<file path="config.mk">
export PLATFORM = sky130hd
export DESIGN_NAME = pc_fetch_unit
export DESIGN_NICKNAME = d
export VERILOG_FILES = /design/src/rtl/pc_fetch_unit.sv
export SDC_FILE = /design/constraint.sdc
export NUM_CORES = 1
export LEC_CHECK = 0
export ABC_AREA = 1
export CAP_MARGIN = 30
export CORE_MARGIN = 2
export CORE_UTILIZATION = 30
export CTS_CLUSTER_DIAMETER = 50
export DETAILED_ROUTE_END_ITERATION = 8
export MAX_ROUTING_LAYER = met4
export PLACE_DENSITY = 0.72
export SYNTH_ARGS = -nofsm -noshare
export SYNTH_HDL_FRONTEND = slang
export SYNTH_SLANG_ARGS = --single-unit
</file>
<file path="constraint.sdc">
create_clock -name SYS_clk -period 2.35 [get_ports SYS_clk]
set_input_delay 0.235 -clock SYS_clk [delete_from_list [all_inputs] [get_ports SYS_clk]]
set_output_delay 0.235 -clock SYS_clk [all_outputs]
set_load 0.01 [all_outputs]
</file>
<file path="src/rtl/pc_fetch_unit.sv">
// Instruction-fetch stage: program counter, next-PC selection, EPC capture and
// the BOOT/RUN/EXC/HALT exception state machine. State advances on the falling edge.
module pc_fetch_unit #(
  parameter int              PC_W       = 8,
  parameter logic [PC_W-1:0] EXC_VECTOR = 8'hF0,
  parameter logic [PC_W-1:0] RESET_PC   = 8'h00
) (
  input  logic            SYS_clk,
  input  logic            SYS_reset,
  input  logic            SYS_load,
  input  logic [PC_W-1:0] SYS_pc_val,
  input  logic            stall,
  input  logic            branch_taken,
  input  logic [7:0]      branch_offset,
  input  logic            jump,
  input  logic [5:0]      jump_target,
  input  logic            exception,
  input  logic            exc_ack,
  output logic [PC_W-1:0] fetch_pc,
  output logic [PC_W-1:0] pc_plus4,
  output logic [PC_W-1:0] epc,
  output logic            exc_pending,
  output logic            fetch_valid,
  output logic [1:0]      fsm_state
);
  typedef enum logic [1:0] {BOOT = 2'd0, RUN = 2'd1, EXC = 2'd2, HALT = 2'd3} state_t;

  // Word alignment is enforced even if a parameter is given unaligned.
  localparam logic [PC_W-1:0] ALIGN_MASK = ~PC_W'(3);
  localparam logic [PC_W-1:0] EXC_PC     = EXC_VECTOR & ALIGN_MASK;
  localparam logic [PC_W-1:0] BOOT_PC    = RESET_PC & ALIGN_MASK;

  state_t          state, state_nx;
  logic [PC_W-1:0] pc_nx, epc_nx;
  logic            pend_nx;
  logic [PC_W-1:0] off_sx, br_tgt, jmp_tgt;

  assign pc_plus4    = fetch_pc + PC_W'(4);
  assign off_sx      = PC_W'($signed(branch_offset));
  assign br_tgt      = pc_plus4 + {off_sx[PC_W-3:0], 2'b00};
  assign jmp_tgt     = {pc_plus4[PC_W-1:6], jump_target[5:2], 2'b00};
  assign fetch_valid = (state == RUN) && !stall;
  assign fsm_state   = state;

  always_comb begin
    state_nx = state;
    pc_nx    = fetch_pc;
    epc_nx   = epc;
    pend_nx  = exc_pending;
    if (SYS_load) begin
      pc_nx    = SYS_pc_val & ALIGN_MASK;
      pend_nx  = 1'b0;
      state_nx = RUN;
    end else begin
      case (state)
        BOOT: state_nx = RUN;
        EXC:  state_nx = RUN;
        HALT: state_nx = HALT;
        RUN: begin
          if (exception) begin
            // A fault while the previous one is still unacknowledged freezes the core.
            if (!exc_pending) begin
              epc_nx   = fetch_pc;
              pc_nx    = EXC_PC;
              pend_nx  = 1'b1;
              state_nx = EXC;
            end else begin
              state_nx = HALT;
            end
          end else begin
            if (exc_ack) pend_nx = 1'b0;
            if (!stall) begin
              if (jump)              pc_nx = jmp_tgt;
              else if (branch_taken) pc_nx = br_tgt;
              else                   pc_nx = pc_plus4;
            end
          end
        end
        default: state_nx = BOOT;
      endcase
    end
  end

  always_ff @(negedge SYS_clk or posedge SYS_reset) begin
    if (SYS_reset) begin
      state       <= BOOT;
      fetch_pc    <= BOOT_PC;
      epc         <= '0;
      exc_pending <= 1'b0;
    end else begin
      state       <= state_nx;
      fetch_pc    <= pc_nx;
      epc         <= epc_nx;
      exc_pending <= pend_nx;
    end
  end
endmodule

</file>
==> run_results.csv <==
group,metric,value,unit
run_status,status,"complete, but fails checks",
run_status,violations,"setup timing",
cts,cts_buffer_depth,2,
power_and_ir_drop,p_comb_frac,0.617,
global_route,grt_pass1_wl,5800,um
cts,cts_setup_buffers,8,
global_route,grt_start_max_net_pins,16,
floorplanning,die_h,66.1,um
yosys,ys_types,33,
yosys,ys_warn_count,0,
placed_design,gp_congestion,0.840,
yosys,async_flop_share,1.00,
final_layout,antenna_cells,0,
power_and_ir_drop,p_seq_frac,0.244,
floorplanning,rows,22,
cts,htreeDepth,1,
yosys,synthTopCellsByArea,"dfrtn_1 (32%), nand2_1 (10%), ha_1 (7.6%)",
cts,hold_buffers,0,
route,num_vias,1285,
timing,fin_ws,-477,ps
cts,numCtsBuffers,3,
cts,clk_latency,270,ps
global_route,grtUsageTotal,0.182,
cts,cts-resized-gates,117,
final_layout,mostFrequentLayoutCell,"buf_4",
yosys,syn_area_per_cell,7.81,um^2
yosys,edf_count,0,
global_route,grt_pass1_vias,1280,
route,routed_via_density,4.57,
yosys,yosys_register_bits,15,
worst_setup_path,cp.required,2120,ps
yosys,yosys.stat.seqShare,0.325,
power_and_ir_drop,power_leader,"combinational cells",
worst_setup_path,path_buffers,3,
timing,setup_viol,13,
yosys,yosys_area,1160,um^2
timing,hold_violations,0,
global_route,antenna_found_initial,0,
power_and_ir_drop,power_switching,569,uW
power_and_ir_drop,share_clk_of_total_power,0.139,
yosys,synth.top_cells.by_count,"nand2_1 (31), inv_1 (16), dfrtn_1 (15)",
worst_setup_path,path_cells,"buf_4 -> nand3_1 -> xor2_1 -> inv_2 -> clkdlybuf4s15_2",
placed_design,port_buffers,45,
yosys,ys.flop_type,"dfrtn_1",
floorplanning,dieArea,4370,um^2
yosys,synth_dominant_cell_count,"nand2_1",
power_and_ir_drop,comb-power,925,uW
power_and_ir_drop,leakage,0.00104,uW
cts,path_clk_slew,40,ps
power_and_ir_drop,p_sw_frac,0.380,
final_layout,lay_top_cells,"buf_4 (28), nand2_1 (23), buf_6 (20)",
power_and_ir_drop,p_per_area,713,nW/um^2
cts,cts_sinks,15,
final_layout,nets,272,
timing,rsz0062_at_grt,"true",
final_layout,fillers,359,
placed_design,hpwl,2600,um
worst_setup_path,worst_setup_path_end_kind,"output pin",
power_and_ir_drop,ir_drop,315,uV
worst_setup_path,slowest_stage,"dfrtn_1",
power_and_ir_drop,p_clk,209,uW
floorplanning,ios,58,
worst_setup_path,path_delay_family,"buffers and inverters",
floorplanning,initCoreUtil,0.313,
worst_setup_path,worst-path-max-fanout,3,
run,warnings,36,
yosys,netlist_instances,148,
worst_setup_path,worstPathArrival,2590,ps
global_route,grt_overflow,0,
timing,slew_violations,0,
timing,finClkSkew,1.25,ps
yosys,yosysTopAreaCell,"dfrtn_1",
route,routedWlPerCell,12.6,um
run,drv_cap,0,
cts,cts_tree,"done",
worst_setup_path,rrSetupSlack,170,ps
power_and_ir_drop,finalPower,1500,uW
route,drc,0,
timing,fin_setup_tns,-2740,ps
yosys,top_area_frac,0.325,
min_path,hold_class,"reg2reg",
-- state kept, by name (all words and copies together) (netlist names) --
name,flops
epc,6
fsm_state,2
fetch_pc,6
exc_pending,1
-- area by class of cell --
cell class | instances | area, um^2 | share of cell area
clock buffers | 4 | 45.0 | 0.0214
flip-flops and latches | 15 | 375 | 0.179
well taps | 48 | 60.1 | 0.0286
multi-input cells | 109 | 811 | 0.386
inverters | 22 | 87.6 | 0.0417
repair buffers | 83 | 723 | 0.344
-- layer usage --
| layer | part of all wire | global-route usage | vias to the layer above | routed length, um |
|---|---|---|---|---|
| met3 | 0.028 | 0.0119 | 13 | 99 |
| met4 | 0.037 | 0.0995 | 0 | 130 |
| met2 | 0.50 | 0.313 | 41 | 1760 |
| met1 | 0.44 | 0.211 | 591 | 1540 |
| met5 | 0 | - | - | 0 |
| li1 | - | - | 640 | - |
-- path summary, 6_finish.rpt --
check	from	cells past startpoint	to
worst max-delay path	fetch_pc[3]	5	pc_plus4[5]
worst min-delay path	epc[7]	2	epc[7]
worst max register to register	fetch_pc[2]	14	fetch_pc[6]
worst min register to register	epc[7]	2	epc[7]
max in group asynchronous	SYS_reset	3	epc[7]
min in group asynchronous	SYS_reset	3	epc[3]
-- metrics by stage --
stage          instance area (um^2)  setup slack (ps)  hold WS (ps)  utilization  std cells
2_1_floorplan                  1230              -243           480            -        153
6_report                       2100              -477           432        0.570        281
4_1_cts                        2090              -484           431        0.567        280
3_3_place_gp                   1910              -795           430        0.517        268
5_1_grt                        2100              -545           449        0.570        281
3_5_place_dp                   1910              -790           434        0.517        268
-- logic make-up after synthesis --
logic type	share of synthesized area
compound gates	0.154
xor+xnor	0.0303
fa+ha+maj	0.0931
buf+inv	0.124
flops	0.325
mux	0.0130
other cells	0.00324
simple gates	0.258
Sequential cells grouped by signal name:
Scale: 8 px per um. Other sequential cells in the stronger gray, the rest of the logic in the fainter gray.
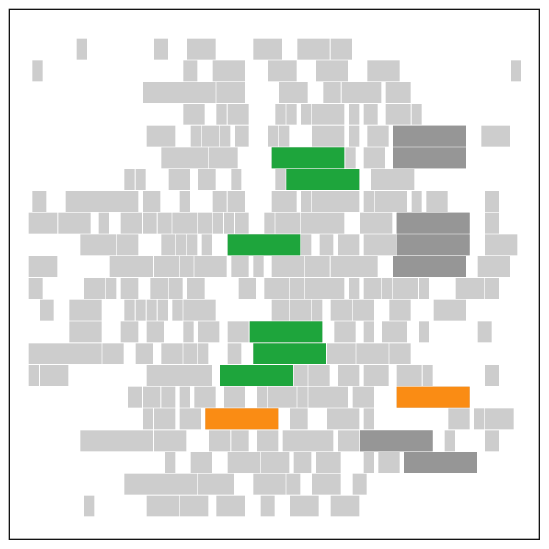
orange -> fsm_state  # placed flops 2
green -> fetch_pc  # placed flops 6, where center
not colored = 7

Floorplan with the power grid:
Scale: 6 px per um. Pins as bars on the die edge.
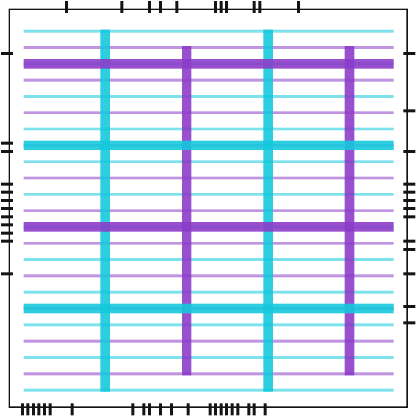
cyan -> VSS
purple -> VDD
signal pins = 58
rows = 22
met1 rails = 23
met4 straps = 4

Power figures rest on the tool's default switching activity, not on a simulated workload.
